Clock network drawn from the DEF:
Scale bar: 20 µm.
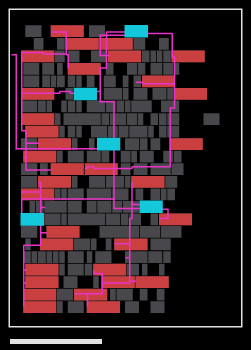
Metal layers overlaid:
Scale bar: 20 µm. Only two layers are drawn.
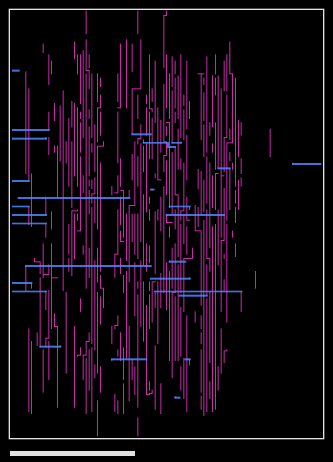
Cell classes on the final placement:
Fill, decap, tap and diode cells in grey.
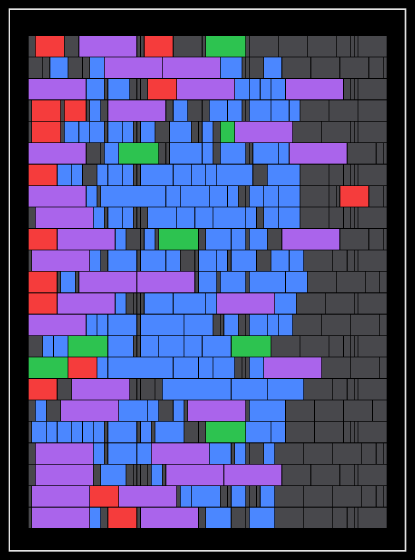
The clock network:
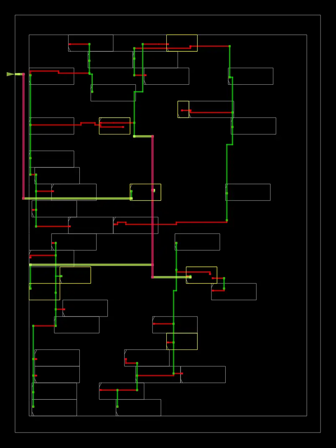
**config.mk**
```make
export PLATFORM = sky130hd
export DESIGN_NAME = uart_rx_parity
export DESIGN_NICKNAME = d
export VERILOG_FILES = /design/src/rtl/uart_rx_parity.sv
export SDC_FILE = /design/constraint.sdc
export NUM_CORES = 1
export LEC_CHECK = 0
export CORE_ASPECT_RATIO = 1.4
export CORE_MARGIN = 2
export CORE_UTILIZATION = 56
export DETAILED_ROUTE_END_ITERATION = 7
export PLACE_DENSITY = 0.86
export SYNTH_ARGS = -nofsm -noshare
export SYNTH_HDL_FRONTEND = slang
export SYNTH_SLANG_ARGS = --single-unit
```
**constraint.sdc**
```tcl
create_clock -name clk -period 2.21 [get_ports clk]
set_input_delay 0.442 -clock clk [delete_from_list [all_inputs] [get_ports clk]]
set_output_delay 0.442 -clock clk [all_outputs]
set_load 0.02 [all_outputs]
```
**src/rtl/uart_rx_parity.sv**
```systemverilog
// UART receiver for start + 8 data (LSB first) + parity + stop frames.
// Bit timing comes from an internal clock-per-bit counter.
module uart_rx_parity #(
  parameter int CLKS_PER_BIT = 16,
  parameter bit PARITY_ODD   = 1'b0
) (
  input  logic       clk,
  input  logic       rst,
  input  logic       rx,
  output logic [7:0] data,
  output logic       valid,
  output logic       parity_err,
  output logic       frame_err,
  output logic       busy
);

  localparam int CW = $clog2(CLKS_PER_BIT);
  localparam logic [CW-1:0] HALF_CNT = CW'(CLKS_PER_BIT / 2 - 1);
  localparam logic [CW-1:0] LAST_CNT = CW'(CLKS_PER_BIT - 1);

  typedef enum logic [2:0] {
    IDLE,
    START,
    DATA,
    PARITY,
    STOP,
    BRK_WAIT
  } state_t;

  state_t        state;
  logic          rx_meta;
  logic          rx_s;
  logic [CW-1:0] cnt;
  logic [2:0]    idx;
  logic [7:0]    shift;
  logic          par_bit;

  // Start bit is sampled at its midpoint; every later bit one full bit time on.
  always_ff @(posedge clk) begin
    if (rst) begin
      rx_meta    <= 1'b1;
      rx_s       <= 1'b1;
      state      <= IDLE;
      cnt        <= '0;
      idx        <= '0;
      shift      <= '0;
      par_bit    <= 1'b0;
      data       <= '0;
      valid      <= 1'b0;
      parity_err <= 1'b0;
      frame_err  <= 1'b0;
      busy       <= 1'b0;
    end else begin
      rx_meta <= rx;
      rx_s    <= rx_meta;
      valid   <= 1'b0;
      case (state)
        IDLE: begin
          if (!rx_s) begin
            state <= START;
            cnt   <= '0;
            busy  <= 1'b1;
          end
        end
        START: begin
          if (cnt == HALF_CNT) begin
            cnt <= '0;
            idx <= '0;
            if (!rx_s) begin
              state <= DATA;
            end else begin
              state <= IDLE;
              busy  <= 1'b0;
            end
          end else begin
            cnt <= cnt + CW'(1);
          end
        end
        DATA: begin
          if (cnt == LAST_CNT) begin
            shift[idx] <= rx_s;
            cnt        <= '0;
            if (idx == 3'd7) begin
              state <= PARITY;
            end else begin
              idx <= idx + 3'd1;
            end
          end else begin
            cnt <= cnt + CW'(1);
          end
        end
        PARITY: begin
          if (cnt == LAST_CNT) begin
            par_bit <= rx_s;
            cnt     <= '0;
            state   <= STOP;
          end else begin
            cnt <= cnt + CW'(1);
          end
        end
        STOP: begin
          if (cnt == LAST_CNT) begin
            data       <= shift;
            valid      <= 1'b1;
            parity_err <= (^shift) ^ par_bit ^ PARITY_ODD;
            frame_err  <= ~rx_s;
            cnt        <= '0;
            // A low stop bit means a break may follow; wait for the line to recover.
            if (rx_s) begin
              state <= IDLE;
              busy  <= 1'b0;
            end else begin
              state <= BRK_WAIT;
            end
          end else begin
            cnt <= cnt + CW'(1);
          end
        end
        BRK_WAIT: begin
          if (rx_s) begin
            state <= IDLE;
            busy  <= 1'b0;
          end
        end
        default: begin
          state <= IDLE;
          busy  <= 1'b0;
        end
      endcase
    end
  end

endmodule
```
==> commit_impl_results.txt <==
Record implementation results from latest flow run

- For reference, the placement row count at floorplan is 23.
- Reported net switching power: 0.000240 W
* Die Wd: 50.1 µm
* HP Class: flip-flop to flip-flop
- In this run the cell area measured after placement is 1790 µm².
- The signal on the critical path passes through ha_1, and3_1, nand3_1, a21oi_1, nor2_1.
- XOR/XNOR share of the synthesized area: 4.28%
* Power per unit of standard cell area: 599 nW/µm²
* Multi-input comb cells: 138
- The synthesis run shows multiplexers occupying 7.29% of the cell area.
- The flow ran to the end, and the final reports show no timing, DRC or antenna violations.
- Initial antenna violation count: 0
- Synthesis instantiated 51 different standard cells from the library.
- Top-area cell type share of the netlist area: 39.7%
- Sequential elements use 39.7% of the synthesized area.
- Critical Path Max Stage Delay: 0.39 ns
* Synthesis-to-finish area growth: 13.7%
- Power Clock: 0.000494 W
- FF+latch count, synth: 33
- In the final layout, the share of cells above drive strength 1 is 9.64%.
- The flow reports an fmax of 525 MHz.
* Cts bufs inserted: 5
- The critical path is of the flip-flop to flip-flop type.
* Number of hold-repair buffers added at the cts stage: 0
* Pin count of the biggest net entering global routing: 28
- Before antenna repair, the detailed router went through 4 iterations.
* Placeable Area: 2850 µm²
* Actual slew at the worst max-slew pin: 0.696 ns
- Number of cell instances on the worst register-to-register path: 5
- For this run, the total global-route usage over all layers was measured as 22.9%.
- Total inserted antenna cells: 0
* Comb. cell area: 927 µm²
Notes on 'clock network drawn from the DEF' above:
legend:
  red:
    item: flip-flops
    count: 33
  magenta:
    item: clock wires
    length: 377 µm
  cyan:
    item: clock drivers
    count: 5
routed clock nets: 6

Notes on 'metal layers overlaid' above:
legend:
  blue:
    layer: metal 3
    wire_length: 140 µm
  magenta:
    layer: metal 2
    wire_length: 1,950 µm

Notes on 'cell classes on the final placement' above:
legend:
  red:
    class: remaining buffers and delay cells
    cells: 15
  purple:
    class: sequential cells
    cells: 33
  green:
    class: clock drivers and dummy loads
    cells: 8
  blue:
    class: combinational and other logic
    cells: 141

Notes on 'the clock network' above:
flip-flops: 33
clk_lat worst skew: 0.28 ns

-- routing by layer --
metal / GRT usage, % / vias up / wire [µm]
li1: - / 690 / -
met1: 23.7 / 665 / 1400
met2: 43.1 / 36 / 1950
met3: 5.17 / 10 / 139
met4: 11.8 / 0 / 75
met5: 0 / - / 0
-- final timing paths --
path | startpoint | to | slack (ns)
max | cnt[0]$_SDFFE_PP0P_ | frame_err$_SDFFE_PP0P_ | 0.30
min | rx_meta$_SDFF_PP1_ | rx_s$_SDFF_PP1_ | 0.41
min reg2reg | rx_meta$_SDFF_PP1_ | rx_s$_SDFF_PP1_ | 0.41
max reg2reg | cnt[0]$_SDFFE_PP0P_ | frame_err$_SDFFE_PP0P_ | 0.30
-- synth_stat cells, drive strengths merged, types with 2 or more instances --
cell     count
dfxtp       33
nand2       24
a21oi       19
nor2        18
mux2i       11
buf          8
clkbuf       7
nand3        7
o21ai        5
nand4        4
nor3b        4
ha           3
inv          3
nor3         3
or2          3
a211oi       2
a311oi       2
and3         2
nand4b       2
nor4b        2
o2111ai      2
or3          2
xnor2        2
xnor3        2
-- worst max-delay path: cells and delay by family (launching register included) --
kind                       cells  cell delay, ns
adders and majority gates      1            0.31
AOI/OAI and AO/OA              1            0.30
and+or+nand+nor                3            0.80
DFF                            1            0.37
-- flip-flops by register name (all words and copies together), names as in the netlist --
name / flops
rx_s: 1
shift: 8
valid: 1
busy: 1
cnt: 4
state: 3
par_bit: 1
parity_err: 1
data: 8
frame_err: 1
idx: 3
rx_meta: 1
-- metrics by stage --
step                hold slack, ns  setup WS [ns]
global placement             0.394          0.449
CTS                          0.411          0.347
detailed placement           0.395          0.384
finish                       0.410          0.305
global route                 0.418          0.209
floorplan                    0.389          0.653
Power and IR drop assume default switching activity.
